--- config.mk ---
export PLATFORM = sky130hd
export DESIGN_NAME = pc_sequencer
export DESIGN_NICKNAME = d
export VERILOG_FILES = /design/src/rtl/isa_pkg.sv /design/src/rtl/pc_sequencer_branch_resolve.sv /design/src/rtl/pc_sequencer.sv
export SDC_FILE = /design/constraint.sdc
export NUM_CORES = 1
export LEC_CHECK = 0
export ABC_AREA = 1
export CAP_MARGIN = 10
export CORE_MARGIN = 4
export CORE_UTILIZATION = 24
export CTS_CLUSTER_DIAMETER = 120
export DETAILED_ROUTE_END_ITERATION = 10
export PLACE_DENSITY_LB_ADDON = 0.08
export SETUP_SLACK_MARGIN = 0.5
export SLEW_MARGIN = 20
export SYNTH_ARGS = -nofsm -noshare
export SYNTH_HDL_FRONTEND = slang
export SYNTH_HIERARCHICAL = 1
export SYNTH_SLANG_ARGS = --single-unit
--- constraint.sdc ---
create_clock -name clk -period 2.1 [get_ports clk]
set_input_delay 0.42 -clock clk [delete_from_list [all_inputs] [get_ports clk]]
set_output_delay 0.42 -clock clk [all_outputs]
set_load 0.005 [all_outputs]
--- src/rtl/isa_pkg.sv ---
// Shared ISA definitions for the 8-bit core: instruction format classes,
// opcode encodings, sequencer state encoding and a writeback-class helper.
package isa_pkg;

    // Instruction format classes used by the sequencer to pick an action.
    typedef enum logic [1:0] {
        FMT_MEM = 2'd0,   // data-memory access (LB, LHB, STR)
        FMT_ALU = 2'd1,   // register-to-register / immediate ALU work
        FMT_CTL = 2'd2,   // jumps and conditional branches
        FMT_SYS = 2'd3    // HALT-class instructions
    } fmt_e;

    // Opcode encodings as produced by the decoder.
    localparam logic [3:0] OP_LB   = 4'd0;
    localparam logic [3:0] OP_LHB  = 4'd1;
    localparam logic [3:0] OP_STR  = 4'd2;
    localparam logic [3:0] OP_LIM  = 4'd3;
    localparam logic [3:0] OP_MVB  = 4'd4;
    localparam logic [3:0] OP_MVF  = 4'd5;
    localparam logic [3:0] OP_ADD  = 4'd6;
    localparam logic [3:0] OP_SUB  = 4'd7;
    localparam logic [3:0] OP_SFT  = 4'd8;
    localparam logic [3:0] OP_INC  = 4'd9;
    localparam logic [3:0] OP_JMP  = 4'd10;
    localparam logic [3:0] OP_BNE  = 4'd11;
    localparam logic [3:0] OP_BEQ  = 4'd12;
    localparam logic [3:0] OP_BLT  = 4'd13;
    localparam logic [3:0] OP_HALT = 4'd14;
    localparam logic [3:0] OP_TBA  = 4'd15;

    // Sequencer states.
    typedef enum logic [2:0] {
        ST_IDLE  = 3'd0,
        ST_FETCH = 3'd1,
        ST_EXEC  = 3'd2,
        ST_MEM   = 3'd3,
        ST_HALT  = 3'd4
    } seq_state_e;

    // Map an opcode onto its format class.
    function automatic fmt_e op_format(input logic [3:0] op);
        fmt_e f;
        case (op)
            OP_LB, OP_LHB, OP_STR:                    f = FMT_MEM;
            OP_LIM, OP_MVB, OP_MVF, OP_ADD,
            OP_SUB, OP_SFT, OP_INC:                   f = FMT_ALU;
            OP_JMP, OP_BNE, OP_BEQ, OP_BLT:           f = FMT_CTL;
            default:                                  f = FMT_SYS;
        endcase
        return f;
    endfunction

    // True for instructions that write a result back into the register file.
    function automatic logic op_writes_reg(input logic [3:0] op);
        logic w;
        case (op)
            OP_LB, OP_LHB, OP_LIM, OP_MVB, OP_MVF,
            OP_ADD, OP_SUB, OP_SFT, OP_INC:           w = 1'b1;
            default:                                  w = 1'b0;
        endcase
        return w;
    endfunction

endpackage

--- src/rtl/pc_sequencer_branch_resolve.sv ---
// Branch decision: says whether a control-flow opcode redirects the PC,
// given the ALU compare flags. JMP is always taken; non-control opcodes never.
module branch_resolve
    import isa_pkg::*;
(
    input  logic [3:0] opcode,
    input  logic       eq_flag,
    input  logic       lt_flag,
    output logic       taken
);

    // Evaluate the branch condition for the current opcode.
    always_comb begin
        taken = 1'b0;
        case (opcode)
            OP_JMP:  taken = 1'b1;
            OP_BNE:  taken = ~eq_flag;
            OP_BEQ:  taken = eq_flag;
            OP_BLT:  taken = lt_flag;
            default: taken = 1'b0;
        endcase
    end

endmodule

--- src/rtl/pc_sequencer.sv ---
// Program counter and instruction sequencer for the 8-bit ISA core.
// Steps each instruction through FETCH (decoder settle) and EXEC, detours
// through MEM for loads/stores until the memory acknowledges, and parks in
// HALT until a new start pulse. Strobes are combinational; pc, halted, busy
// and the retire counter are registered.
module pc_sequencer
    import isa_pkg::*;
#(
    parameter int unsigned     PC_W     = 16,
    parameter logic [PC_W-1:0] START_PC = '0
) (
    input  logic            clk,
    input  logic            rst_n,
    input  logic            start,
    input  logic [3:0]      opcode,
    input  logic [PC_W-1:0] branch_target,
    input  logic            eq_flag,
    input  logic            lt_flag,
    input  logic            mem_ack,
    output logic [PC_W-1:0] pc,
    output logic            alu_en,
    output logic            reg_we,
    output logic            mem_req,
    output logic            mem_we,
    output logic            retire,
    output logic            busy,
    output logic            halted,
    output logic [15:0]     instr_count
);

    seq_state_e      state_q, state_d;
    logic [PC_W-1:0] pc_q, pc_d;
    logic            halted_q, halted_d;
    logic            busy_q, busy_d;
    logic [15:0]     instr_count_q, instr_count_d;
    logic [PC_W-1:0] pc_inc;
    logic            br_taken;

    // Sequential increment wraps naturally at 2^PC_W.
    assign pc_inc = pc_q + PC_W'(1);

    branch_resolve u_branch_resolve (
        .opcode  (opcode),
        .eq_flag (eq_flag),
        .lt_flag (lt_flag),
        .taken   (br_taken)
    );

    // Next-state, next-pc and per-cycle strobe generation.
    always_comb begin
        state_d = state_q;
        pc_d    = pc_q;
        alu_en  = 1'b0;
        reg_we  = 1'b0;
        mem_req = 1'b0;
        mem_we  = 1'b0;
        retire  = 1'b0;
        case (state_q)
            ST_IDLE: begin
                if (start) begin
                    state_d = ST_FETCH;
                end
            end
            ST_FETCH: begin
                // Give the ROM/decoder a cycle to settle on the new pc.
                state_d = ST_EXEC;
            end
            ST_EXEC: begin
                alu_en = 1'b1;
                case (op_format(opcode))
                    FMT_ALU: begin
                        reg_we  = op_writes_reg(opcode);
                        retire  = 1'b1;
                        pc_d    = pc_inc;
                        state_d = ST_FETCH;
                    end
                    FMT_CTL: begin
                        retire  = 1'b1;
                        pc_d    = br_taken ? branch_target : pc_inc;
                        state_d = ST_FETCH;
                    end
                    FMT_MEM: begin
                        // pc is held through MEM so the opcode stays valid.
                        state_d = ST_MEM;
                    end
                    default: begin
                        retire  = 1'b1;
                        state_d = ST_HALT;
                    end
                endcase
            end
            ST_MEM: begin
                mem_req = 1'b1;
                mem_we  = (opcode == OP_STR);
                if (mem_ack) begin
                    retire  = 1'b1;
                    reg_we  = op_writes_reg(opcode);
                    pc_d    = pc_inc;
                    state_d = ST_FETCH;
                end
            end
            ST_HALT: begin
                if (start) begin
                    pc_d    = START_PC;
                    state_d = ST_FETCH;
                end
            end
            default: begin
                state_d = ST_IDLE;
            end
        endcase
    end

    // Registered status flags and the saturating retire counter.
    always_comb begin
        halted_d      = (state_d == ST_HALT);
        busy_d        = (state_d == ST_FETCH) || (state_d == ST_EXEC) ||
                        (state_d == ST_MEM);
        instr_count_d = instr_count_q;
        if (retire && (instr_count_q != 16'hFFFF)) begin
            instr_count_d = instr_count_q + 16'd1;
        end
    end

    // State, pc and status registers; reset aborts any instruction in flight.
    always_ff @(posedge clk or negedge rst_n) begin
        if (!rst_n) begin
            state_q       <= ST_IDLE;
            pc_q          <= START_PC;
            halted_q      <= 1'b0;
            busy_q        <= 1'b0;
            instr_count_q <= 16'h0000;
        end else begin
            state_q       <= state_d;
            pc_q          <= pc_d;
            halted_q      <= halted_d;
            busy_q        <= busy_d;
            instr_count_q <= instr_count_d;
        end
    end

    assign pc          = pc_q;
    assign halted      = halted_q;
    assign busy        = busy_q;
    assign instr_count = instr_count_q;

endmodule

run_1/clock_nets.png
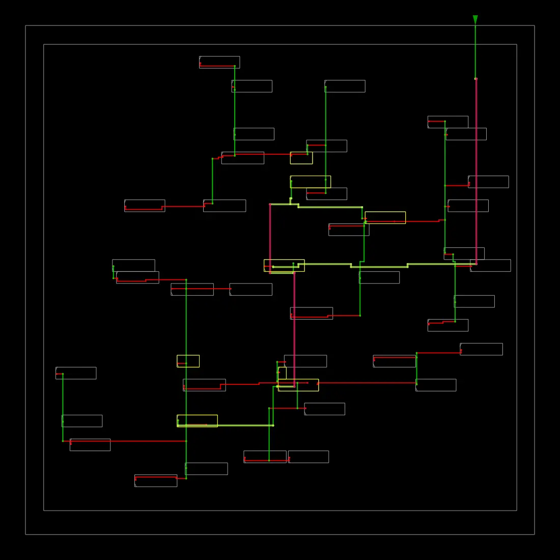
CTS buffer count: 5
TritonCTS Sinks: 37
clk pwr: 0.000828 W
worst skew pair latency: 290 ps

run_1/clock_wires.png
Bar = 20 um.
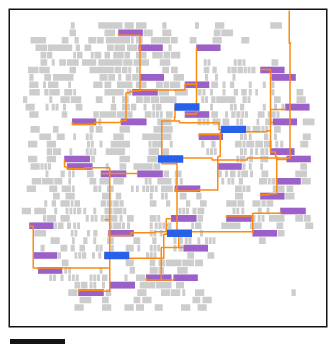
[orange] clock wires | length: 746 um
[blue] clock-net drivers | count: 5
[purple] flip-flops | count: 37
flops lie: widely spread
routed clock nets: 6

==> impl_metrics.py, run 1 <==
# Physical implementation metrics
metrics = {
    "run_status": {
        "status": "completed",
    },
    "critical_path": {
        "crit_chain": "buf_6, buf_6, inv_12, ha_4, a22oi_2, buf_4, inv_4, ha_4, o22ai_4, buf_2",
        "crit_path_start_kind": "primary input",
        "crit_required_ps": 1680,
        "critical_path.top_delay_family": "buffers and inverters",
        "cp.arrival_ps": 1650,
        "crit_type": "in2out",
        "end_kind": "output port",
    },
    "power": {
        "power_density_mw_per_mm2": 1110,
        "ir_drop_v": 0.000465,
        "clockPowerShare_pct": 15.1,
        "p_leak_nw": 2.47,
        "pwr-share-seq_pct": 20.5,
    },
    "drt": {
        "drc": 0,
        "antenna_left": 0,
        "first_iter_violations": 81,
        "vias": 3125,
        "wl_per_cell_um": 12.9,
        "vias_per_cell": 4.35,
    },
    "final_timing": {
        "fin_crit_ps": 2070,
        "slew_headroom_pct": 61.3,
        "hold_viol_final": 0,
        "finalClockPeriodUsage_pct": 98.7,
        "setup_violations": 0,
        "finClkSkew_ps": 4.02,
        "rsz0062_at_grt": "yes",
        "worst_pin_slew_ps": 575,
    },
    "logic_synthesis": {
        "synth_cell_types": 35,
        "synth_flops": 37,
        "syn-num-nets": 451,
        "ys_cells": 416,
        "yosysWarningCount": 6,
        "yosysChipArea_mm2": 0.00279,
        "netlist_logic_family_top": "simple AND/OR/NAND/NOR gates",
        "fa_ha_area_share_pct": 4.04,
        "syn-instance-count": 416,
        "xor_share_pct": 4.04,
        "synthesis.area_mm2": 0.00279,
        "synth_seq_share_pct": 33.2,
    },
    "die": {
        "io-pin-count": 65,
        "die_y_um": 116,
        "die_width_um": 116,
        "fp_util_pct": 24.4,
        "rows": 39,
        "die_area_mm2": 0.0134,
    },
    "clocking": {
        "clockBufferDepth": 2,
        "cts_resized": 112,
        "ctsHtreeMaxLevel": 2,
        "cts_tree": "yes",
        "clk_pin_slew_worst_paths_ps": 60,
    },
    "place": {
        "port_buffers": 64,
    },
    "global_route": {
        "antenna_found_initial": 0,
        "overflow": 0,
        "grt.total_usage_pct": 14.0,
        "grt_pass1_vias": 3046,
    },
    "run": {
        "tool_warnings": 34,
        "drv_cap": 0,
    },
    "min_path": {
        "holdCritPathClass": "in2async",
    },
    "cells_and_area": {
        "fillCellCount": 1218,
        "nets": 609,
        "drive_above_1_share_pct": 37.2,
    },
}
run_1/route_heat.png
Bar = 20 um. The die is cut into 23 by 23 equal tiles; white is low, dark blue is high, scaled to the fullest tile. Values are wire area over tile area, all layers added.
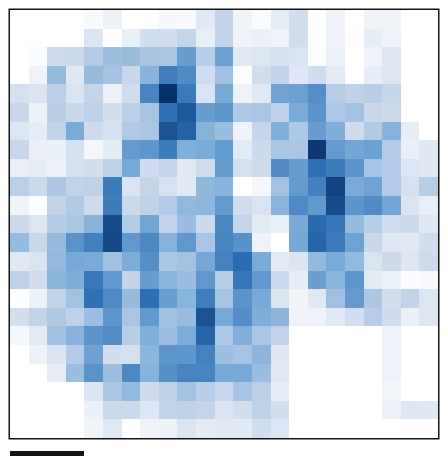
mean over tiles: 0.11
tiles over half the peak: 19%
emptiest ninth of the die: lower right
fullest tile: 0.38
nearly empty tiles: 18%

[run 1: cell type report]
| type | count | area, um^2 | area share, % |
|---|---|---|---|
| timing repair buffer | 156 | 1460 | 29.5 |
| sequential | 37 | 943 | 19.1 |
| tap | 143 | 179 | 3.62 |
| timing repair inverter | 1 | 8.76 | 0.177 |
| inverter | 55 | 245 | 4.97 |
| clock inverter | 1 | 5.00 | 0.101 |
| multi-input combinational | 318 | 1950 | 39.4 |
| clock buffer | 7 | 153 | 3.09 |
[run 1: synth_stat cells, drive strengths merged]
library cell | count | area share, %
buf | 6 | 1.9
nor3 | 7 | 1.3
o21bai | 1 | 0.27
xor2 | 8 | 2.5
o21ai | 21 | 3.9
dfrtp | 37 | 33
o211ai | 3 | 0.99
ha | 9 | 4.0
xnor2 | 4 | 1.5
nor2 | 56 | 8.6
a21oi | 14 | 2.8
and3 | 1 | 0.22
o22ai | 1 | 0.72
nand2 | 148 | 21
nor4 | 1 | 0.22
nand3 | 34 | 7.2
a31oi | 1 | 0.22
a22oi | 1 | 0.27
nand4 | 8 | 1.8
inv | 55 | 7.6
[run 1: registers in the layout, indices dropped and copies added (netlist names)]
register and flops:
instr_count 16, pc 16, state_q 3, busy 1
halted 1
[run 1: final timing paths]
check                                from              to  slack [ps]  depth (start not counted)
setup / recovery                opcode[2]          retire          30                         10
hold / removal                      rst_n           pc[6]         100                          1
setup reg to reg               state_q[0]          pc[13]         300                         11
hold reg to reg            instr_count[6]  instr_count[6]         580                          2
max in group asynchronous           rst_n           pc[0]        1430                          2
min in group clk           instr_count[6]  instr_count[6]         580                          2
[run 1: power groups by stage]
stage | Combinational (W) | Clock, W | Sequential (W)
CTS | 0.00331 | 0.000844 | 0.00113
finish | 0.00354 | 0.000828 | 0.00113
global route | 0.00389 | 0.000872 | 0.00115
global placement | 0.00247 | 0 | 0.00131
floorplan | 0.00135 | 0 | 0.00126
detailed placement | 0.00249 | 0 | 0.00130
[run 1: stage by stage]
stage / setup WS, ps / std cells / instance area, um^2 / hold WS, ps
after floorplan: 305 / 416 / 2870 / 124
after global placement: -805 / 649 / 3910 / 427
after detailed placement: -824 / 649 / 3910 / 444
after CTS: 3.93 / 708 / 4660 / 138
after global routing: -52.1 / 718 / 4940 / 138
final: 27.8 / 718 / 4940 / 103
[run 1: placed cells by master (no fill, tap or decap), types with 15 or more instances in the layout]
cell type        synthesis  layout
nand2_1                142     125
buf_4                    2      71
nor2_1                  50      43
inv_1                   51      41
clkdlybuf4s50_1          0      33
dfrtp_1                 37      23
nand3_1                 31      21
nand2_2                  4      15
buf_6                    3      15
[run 1: layer usage]
metal | GRT usage [%] | share of wire (%) | wire length, um | up-vias
met4 | 3.94 | 1.3 | 119 | 0
met2 | 25.0 | 51 | 4750 | 50
met5 | 0 | 0 | 0 | -
li1 | - | - | - | 1629
met1 | 17.1 | 44 | 4070 | 1436
met3 | 2.66 | 3.2 | 298 | 10
[run 1: cells by family (layout without fill, tap and decap cells)]
logic type	Yosys count	count (layout)
adders and majority gates	9	9
and+or+nand+nor	255	255
buffers and inverters	61	220
DFF	37	37
xor gates and xnor gates	12	12
AOI/OAI and AO/OA	42	42
run_1/m3.png
Cells faint in the background.
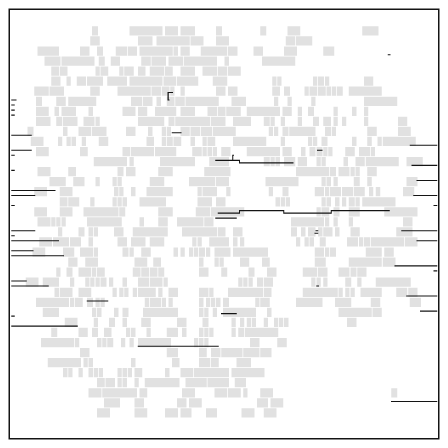

==> inputs of run 2 (changes only) <==
- CELL_PAD_IN_SITES_DETAIL_PLACEMENT: unset -> 1
- CELL_PAD_IN_SITES_GLOBAL_PLACEMENT: unset -> 1
- clock period: 2.1 -> 2.51 ns (I/O delays scaled with it)
run_2/m3.png
Cells faint in the background.
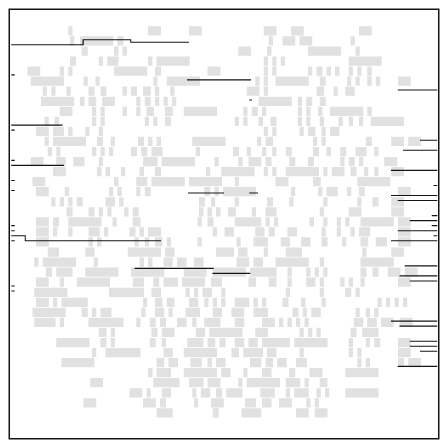
nets with wire on the layer: 37
wire length on this layer: 354 um
main direction: horizontal
share of all routed wire: 3.6%
longest straight run: 36.6 um

==> impl_metrics.py, run 2 <==
# Physical implementation metrics
metrics = {
    "critical_path": {
        "crit_path_start_kind": "primary input",
        "slowest_delay_ps": 190,
        "cp.arrival_ps": 1590,
        "crit_type": "in2out",
        "crit_chain": "buf_8, inv_6, ha_4, a22oi_2, buf_4, inv_4, ha_4, o22ai_4, buf_2",
        "crit_required_ps": 2010,
        "cp_max_fo": 2,
        "cp_slowest_cell": "ha_4",
        "end_kind": "output port",
        "cp_common_cell": "ha_4",
    },
    "final_timing": {
        "setup_tns_ps": 0,
        "fmax_mhz": 478,
        "hold_slack_ps": 146,
        "setup_violations": 0,
        "worst_pin_slew_ps": 559,
        "finClkSkew_ps": 2.83,
        "slew_headroom_pct": 62.4,
        "finalClockPeriodUsage_pct": 83.4,
        "hold_viol_final": 0,
        "fin_crit_ps": 2090,
        "rsz0062_at_grt": "yes",
        "drv_slew": 0,
    },
    "drt": {
        "vias": 3045,
        "wl_um": 9760,
        "wl_per_cell_um": 14.6,
        "firstDrtPassIters": 4,
        "highest_layer": "met4",
        "vias_per_cell": 4.57,
        "dr_wl_met3_um": 354,
        "antenna_left": 0,
        "first_iter_violations": 70,
        "drc": 0,
        "met1Wirelength_um": 4320,
        "dr_wl_met2_um": 4990,
    },
    "min_path": {
        "holdCritPathClass": "in2async",
    },
    "place": {
        "place.gp.congestion": 0.828,
        "port_buffers": 64,
        "dpl_cell_area_mm2": 0.00382,
        "hpwlAfterDp_um": 7450,
    },
    "power": {
        "p_leak_nw": 1.97,
        "power_density_mw_per_mm2": 921,
        "p_total_w": 0.00387,
        "ir_drop_v": 0.000469,
    },
    "logic_synthesis": {
        "synth.top_cells.by_count": "nand2_1 (142), inv_1 (51), nor2_1 (50)",
        "synth_top_area_share_pct": 33.2,
        "top_area_cell": "dfrtp_1",
        "synth_flops": 37,
        "flop_cell": "dfrtp_1",
        "synth-edff-count": 0,
        "yosysWarningCount": 6,
        "async_flop_share_pct": 100,
        "yosysChipArea_mm2": 0.00279,
        "synth.avg_cell_area_um2": 6.71,
        "top_cell": "nand2_1",
        "syn-instance-count": 416,
        "syn-num-nets": 451,
        "synth_cell_types": 35,
        "ys_cells": 416,
        "synth_seq_share_pct": 33.2,
        "area_leaders": "dfrtp_1 (33%), nand2_1 (19%), inv_1 (6.9%)",
        "synthesis.area_mm2": 0.00279,
    },
    "die": {
        "rows": 39,
        "fp_util_pct": 24.4,
        "die_y_um": 116,
        "io-pin-count": 65,
        "die_area_mm2": 0.0134,
        "coreArea_mm2": 0.0114,
        "die_width_um": 116,
    },
    "cells_and_area": {
        "fin_area_mm2": 0.00420,
        "nets": 559,
        "final_common_cell": "nand2_1",
        "fillCellCount": 1449,
        "final_core_util_pct": 36.8,
        "area_delta_synth_final_pct": 50.7,
        "drive_above_1_share_pct": 20.6,
        "layout_top_cells": "nand2_1 (140), clkdlybuf4s50_1 (55), nor2_1 (49)",
        "antennaDiodeCount": 0,
    },
    "global_route": {
        "grt_pass1_wl_um": 15800,
        "overflow": 0,
        "antenna_found_initial": 0,
        "grt_pass1_vias": 3146,
        "grt.total_usage_pct": 15.0,
        "grt_start_max_net_pins": 18,
    },
    "clocking": {
        "clkLatencyLatePin_ps": 280,
        "ctsHtreeMaxLevel": 2,
        "clk_pin_slew_worst_paths_ps": 60,
        "cts-buffers-inserted": 5,
        "cts.sink_count": 37,
        "clockBufferDepth": 2,
        "cts_tree": "yes",
        "cts_root_buf": "clkbuf_16",
    },
    "run": {
        "tool_warnings": 34,
        "drv_cap": 0,
    },
    "run_status": {
        "status": "completed",
    },
}
## run 2: cell counts after synthesis
Identical to the previous run, type by type.
## run 2: power by group
| group | internal (W) | switching [W] | total (W) |
|---|---|---|---|
| clock | 0.000391 | 0.000251 | 0.000642 |
| sequential | 0.000800 | 0.000290 | 0.00109 |
| combinational | 0.00104 | 0.00110 | 0.00214 |
## run 2: cell type report
type / instances / area, um^2 / area share (%)
repair buffers: 107 / 1000 / 23.9
clock buffers: 7 / 143 / 3.39
inverters: 55 / 228 / 5.42
well taps: 143 / 179 / 4.26
flip-flops and latches: 37 / 930 / 22.1
multi-input cells: 318 / 1720 / 41.0
## run 2: logic make-up (layout without fill, tap and decap cells)
group / count (synthesis) / count (layout) / share of synthesized area, %
compound gates: 42 / 42 / 9.15
xor+xnor: 12 / 12 / 4.04
simple gates: 255 / 255 / 40.1
buf+inv: 61 / 169 / 9.51
fa+ha+maj: 9 / 9 / 4.04
flops: 37 / 37 / 33.2
## run 2: through the flow
stage / setup WS [ps] / instances
after CTS: 380 / 661
after floorplan: 495 / 416
final: 417 / 667
after detailed placement: -584 / 646
after global placement: -497 / 646
after global routing: 340 / 667
## run 2: timing repair
action | in CTS | in global routing
hold buffers | 0 | 0
pin swaps | 10 | 13
buffers inserted | 8 | 6
resized | 44 | 24
endpoints found under the hold margin | 0 | 0
endpoints found under the setup margin | 41 | 26
## run 2: routing by layer
metal  vias up  track usage (%)
met4         0             3.25
li1       1530                -
met1      1467             18.2
met3         5             3.19
met5         -                0
met2        43             27.4
## run 2: path summary, 6_finish.rpt
path | startpoint | end | slack, ps | cells after the start
min | rst_n | pc[2] | 150 | 1
max reg2reg | instr_count[0] | instr_count[8] | 690 | 8
min in group clk | instr_count[15] | instr_count[15] | 540 | 2
max | opcode[2] | retire | 420 | 9
min reg2reg | instr_count[15] | instr_count[15] | 540 | 2
max in group asynchronous | rst_n | state_q[0] | 1770 | 2
## run 2: worst max-delay path: cells and delay by family
family / cells / cell delay, ps
adder cells (fa/ha/maj): 2 / 340
buffers and inverters: 5 / 480
AND-OR/OR-AND: 2 / 270
Power figures rest on the tool's default switching activity, not on a simulated workload.
